### M2 wires

Drawn at 4 px/um. Cells faint in the background.
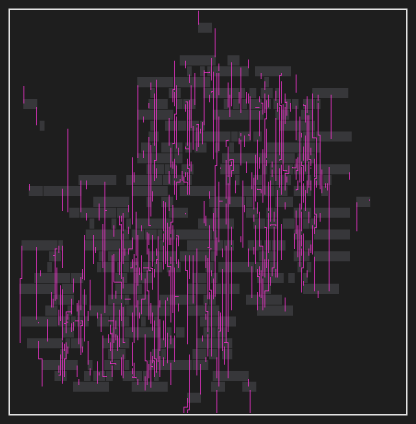
### Cell classes on the final placement

Drawn at 4 px/um. Fill, decap, tap and diode cells in gray.
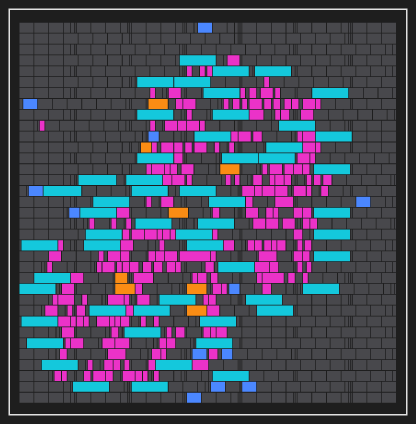
$ cat src/rtl/key_debounce_fsm_pkg.sv
// Shared definitions for the key debouncer: state encodings, counter widths
// and the default 50 MHz timing constants.
package key_debounce_fsm_pkg;

    localparam int LOCK_W = 19;
    localparam int HOLD_W = 26;

    localparam logic [LOCK_W-1:0] T_LOCK_DEF = 19'd499_999;     // 10 ms at 50 MHz
    localparam logic [HOLD_W-1:0] T_LONG_DEF = 26'd49_999_999;  // 1 s at 50 MHz

    typedef enum logic [1:0] {
        ST_IDLE    = 2'd0,
        ST_LOCK_DN = 2'd1,
        ST_DOWN    = 2'd2,
        ST_LOCK_UP = 2'd3
    } key_state_e;

endpackage

$ cat src/rtl/key_sync_2ff.sv
// Two-flop synchroniser for an asynchronous input, with a configurable
// reset value so an idle-high pin does not look pressed out of reset.
module key_sync_2ff #(
    parameter logic RST_VAL = 1'b1
) (
    input  logic clk,
    input  logic rst,
    input  logic d,
    output logic q
);

    logic s1_d, s1_q;
    logic s2_d, s2_q;

    always_comb begin
        s1_d = d;
        s2_d = s1_q;
    end

    always_ff @(posedge clk or posedge rst) begin
        if (rst) begin
            s1_q <= RST_VAL;
            s2_q <= RST_VAL;
        end else begin
            s1_q <= s1_d;
            s2_q <= s2_d;
        end
    end

    assign q = s2_q;

endmodule

$ cat src/rtl/key_debounce_fsm.sv
// Key debouncer: locks out edge pulses for T_LOCK+1 cycles after each edge,
// confirms against the synchronised pin and emits registered press/release/long pulses.
module key_debounce_fsm
    import key_debounce_fsm_pkg::*;
#(
    parameter logic [LOCK_W-1:0] T_LOCK = T_LOCK_DEF,
    parameter logic [HOLD_W-1:0] T_LONG = T_LONG_DEF
) (
    input  logic CLK,
    input  logic RST,
    input  logic H2L_Sig,
    input  logic L2H_Sig,
    input  logic Pin_In,
    output logic Key_Press,
    output logic Key_Release,
    output logic Key_Long,
    output logic Key_Level
);

    logic pin_s;

    key_sync_2ff #(.RST_VAL(1'b1)) u_sync (
        .clk (CLK),
        .rst (RST),
        .d   (Pin_In),
        .q   (pin_s)
    );

    key_state_e        state_d, state_q;
    logic [LOCK_W-1:0] lock_cnt_d, lock_cnt_q;
    logic [HOLD_W-1:0] hold_cnt_d, hold_cnt_q;
    logic              long_done_d, long_done_q;
    logic              press_d, press_q;
    logic              release_d, release_q;
    logic              long_d, long_q;
    logic              level_d, level_q;
    logic              lock_end;

    assign lock_end = (lock_cnt_q == T_LOCK);

    always_comb begin
        state_d     = state_q;
        lock_cnt_d  = lock_cnt_q;
        hold_cnt_d  = hold_cnt_q;
        long_done_d = long_done_q;
        press_d     = 1'b0;
        release_d   = 1'b0;
        long_d      = 1'b0;
        level_d     = level_q;

        // Hold timer runs for the whole press, including the release lockout.
        if (state_q == ST_DOWN || state_q == ST_LOCK_UP) begin
            if (hold_cnt_q != T_LONG) begin
                hold_cnt_d = hold_cnt_q + 1'b1;
            end else if (!long_done_q) begin
                long_d      = 1'b1;
                long_done_d = 1'b1;
            end
        end

        case (state_q)
            ST_IDLE: begin
                if (H2L_Sig) begin
                    state_d    = ST_LOCK_DN;
                    lock_cnt_d = '0;
                end
            end
            ST_LOCK_DN: begin
                lock_cnt_d = lock_cnt_q + 1'b1;
                if (lock_end) begin
                    if (!pin_s) begin
                        state_d     = ST_DOWN;
                        press_d     = 1'b1;
                        level_d     = 1'b1;
                        hold_cnt_d  = '0;
                        long_done_d = 1'b0;
                    end else begin
                        state_d = ST_IDLE;
                    end
                end
            end
            ST_DOWN: begin
                if (L2H_Sig) begin
                    state_d    = ST_LOCK_UP;
                    lock_cnt_d = '0;
                end
            end
            ST_LOCK_UP: begin
                lock_cnt_d = lock_cnt_q + 1'b1;
                if (lock_end) begin
                    if (pin_s) begin
                        // A long pulse landing on the release cycle is dropped
                        // so release never shares a cycle with it.
                        state_d   = ST_IDLE;
                        release_d = 1'b1;
                        long_d    = 1'b0;
                        level_d   = 1'b0;
                    end else begin
                        state_d = ST_DOWN;
                    end
                end
            end
            default: begin
                state_d = ST_IDLE;
                level_d = 1'b0;
            end
        endcase
    end

    always_ff @(posedge CLK or posedge RST) begin
        if (RST) begin
            state_q     <= ST_IDLE;
            lock_cnt_q  <= '0;
            hold_cnt_q  <= '0;
            long_done_q <= 1'b0;
            press_q     <= 1'b0;
            release_q   <= 1'b0;
            long_q      <= 1'b0;
            level_q     <= 1'b0;
        end else begin
            state_q     <= state_d;
            lock_cnt_q  <= lock_cnt_d;
            hold_cnt_q  <= hold_cnt_d;
            long_done_q <= long_done_d;
            press_q     <= press_d;
            release_q   <= release_d;
            long_q      <= long_d;
            level_q     <= level_d;
        end
    end

    assign Key_Press   = press_q;
    assign Key_Release = release_q;
    assign Key_Long    = long_q;
    assign Key_Level   = level_q;

endmodule

$ cat config.mk
export PLATFORM = sky130hd
export DESIGN_NAME = key_debounce_fsm
export DESIGN_NICKNAME = d
export VERILOG_FILES = /design/src/rtl/key_debounce_fsm_pkg.sv /design/src/rtl/key_sync_2ff.sv /design/src/rtl/key_debounce_fsm.sv
export SDC_FILE = /design/constraint.sdc
export NUM_CORES = 1
export LEC_CHECK = 0
export CORE_AREA = 2 2 97 99
export CTS_CLUSTER_DIAMETER = 60
export CTS_CLUSTER_SIZE = 25
export DETAILED_ROUTE_END_ITERATION = 8
export DIE_AREA = 0 0 99 101
export SLEW_MARGIN = 10
export SYNTH_ARGS = -nofsm -noshare
export SYNTH_HDL_FRONTEND = slang
export SYNTH_SLANG_ARGS = --single-unit
$ cat constraint.sdc
create_clock -name CLK -period 2.8 [get_ports CLK]
set_input_delay 0.28 -clock CLK [delete_from_list [all_inputs] [get_ports CLK]]
set_output_delay 0.28 -clock CLK [all_outputs]
set_load 0.01 [all_outputs]
==> results_dict.tcl <==
# metrics dict for downstream scripts
set metrics [dict create \
    use_met2 0.1980 \
    top_layer "met4" \
    maxCapViolations 0 \
    powerComb_uw 145 \
    wire_per_inst_um 13.43 \
    ys.flop_type "dfrtp_1" \
    gp_congestion 0.7974 \
    clock.fmax_mhz 468.1 \
    crit_start "hold_cnt_q[9]" \
    cts_tree "yes" \
    drc 0 \
    top_usage_layer "met2" \
    ys_chip_area_mm2 0.002703 \
    rr_startpoint "hold_cnt_q[9]" \
    worst_slack_ns 0.6639 \
    hold-worst-slack_ns 0.3347 \
    reg2regPathDepth 5 \
    power-top-group "registers" \
    netlist_instances 279 \
    grt_setup_unrepaired "false" \
    power_density_mw_per_mm2 505.4 \
    startpoint_type "register" \
    area_leaders "dfrtp_1 48%, xor2_1 7.1%, nor2_1 5.6%, nand2_1 3.8%, xnor2_1 3.6%" \
    path_cells "nor4b_1, nand3_1, nor4_2, nand2b_1, mux2_4" \
    synth-xor-area-share 0.1069 \
    final_nets 295 \
    area_growth_syn_to_layout_pct 11.16 \
    ys_sh_adder 0.009259 \
    synth-edff-count 0 \
    drive_gt1_frac 0.07612 \
    finClkSkew_ns 0.01325 \
    lay_top_count "dfrtp_1" \
    first_iter_violations 100 \
    most_common_cell "dfrtp_1" \
    antenna_found_initial 0 \
    dr_wl_met2_um 2626 \
    grt_pass1_wl_um 9356 \
    synthesis.nets 286 \
    worst-path-buf-inv 0 \
    p_int_mw 1.118 \
    yosys.area_share.aoi 0.05648 \
    htreeDepth 2 \
    final_cells 400 \
    endpoint_kind "register" \
    n_fill_cell 890 \
    netlist_area_mm2 0.002703 \
    p_leak_nw 1.311 \
    critPathArrivalTime_ns 2.35 \
    grt_usage 0.1164 \
    clock_sinks 54 \
    vdd_drop_max_v 0.0003198 \
    critPathSlowestCell "nor4b_1" \
    rrSetupSlack_ns 0.66 \
    cts_buffers 5 \
    synth_cell_types 42 \
    ys_warn_count 0 \
    pwr-share-seq 0.599 \
    vias_per_cell 4.933 \
    cp_max_fo 7 \
    initial_core_util 0.3010 \
    crit_family "simple AND/OR/NAND/NOR gates" \
    largest_area_cell "dfrtp_1" \
    async_flop_share 1.000 \
    clock_net_power_uw 464 \
    root_buffer "clkbuf_8" \
    cts-resized-gates 0 \
    max_stage_delay_ns 0.47 \
    m1WireLength_um 2538 \
    critical_path_required_ns 3.01 \
    row_count 35 \
    hold_class "primary input to asynchronous set/reset pin" \
    p_comb_frac 0.096 \
    status "finished clean" \
    chipArea_mm2 0.009999 \
    endpoint "hold_cnt_q[1]" \
    core_area_mm2 0.008977 \
    rr_endpoint "hold_cnt_q[1]" \
    p_clk_frac 0.306 \
    wl_met3_um 126 \
    seq_power_uw 909 \
    ys_sh_simple 0.2861 \
    die_h_um 101 \
    tns_ns 0 \
    ys.flops 54 \
]
Notes on 'M2 wires' above:
longest straight run: 37.1 um
nets with wire on the layer: 236
share of all routed wire: 49%
main direction: vertical
wire length on this layer: 2,630 um
via count: 1,973
drt total wl: 5370 um

Notes on 'Cell classes on the final placement' above:
legend:
  remaining logic cells:
    color: magenta
    cells: 215
    share_of_their_area: 45%
  registers:
    color: cyan
    cells: 54
    share_of_their_area: 47%
  remaining buffers and delay cells:
    color: blue
    cells: 12
    share_of_their_area: 3.8%
  clock drivers and dummy loads:
    color: orange
    cells: 8
    share_of_their_area: 3.4%

-- cell type report --
class	instances	area [um^2]	area share
repair buffers	12	110.1	0.03665
flip-flops and latches	54	1354	0.4506
inverters	7	26.28	0.008746
clock inverters	2	16.27	0.005414
clock buffers	6	82.58	0.02749
multi-input cells	208	1276	0.4248
well taps	111	138.9	0.04623
-- state kept, by name, indices dropped and copies added, names as in the netlist, named ones only --
name / flops
Key_Long: 1
Key_Release: 1
lock_cnt_q: 19
Key_Press: 1
state_q: 1
hold_cnt_q: 26
long_done_q: 1
u_sync.q: 1
Key_Level: 1
u_sync.s1_q: 1
Power and IR drop assume default switching activity.
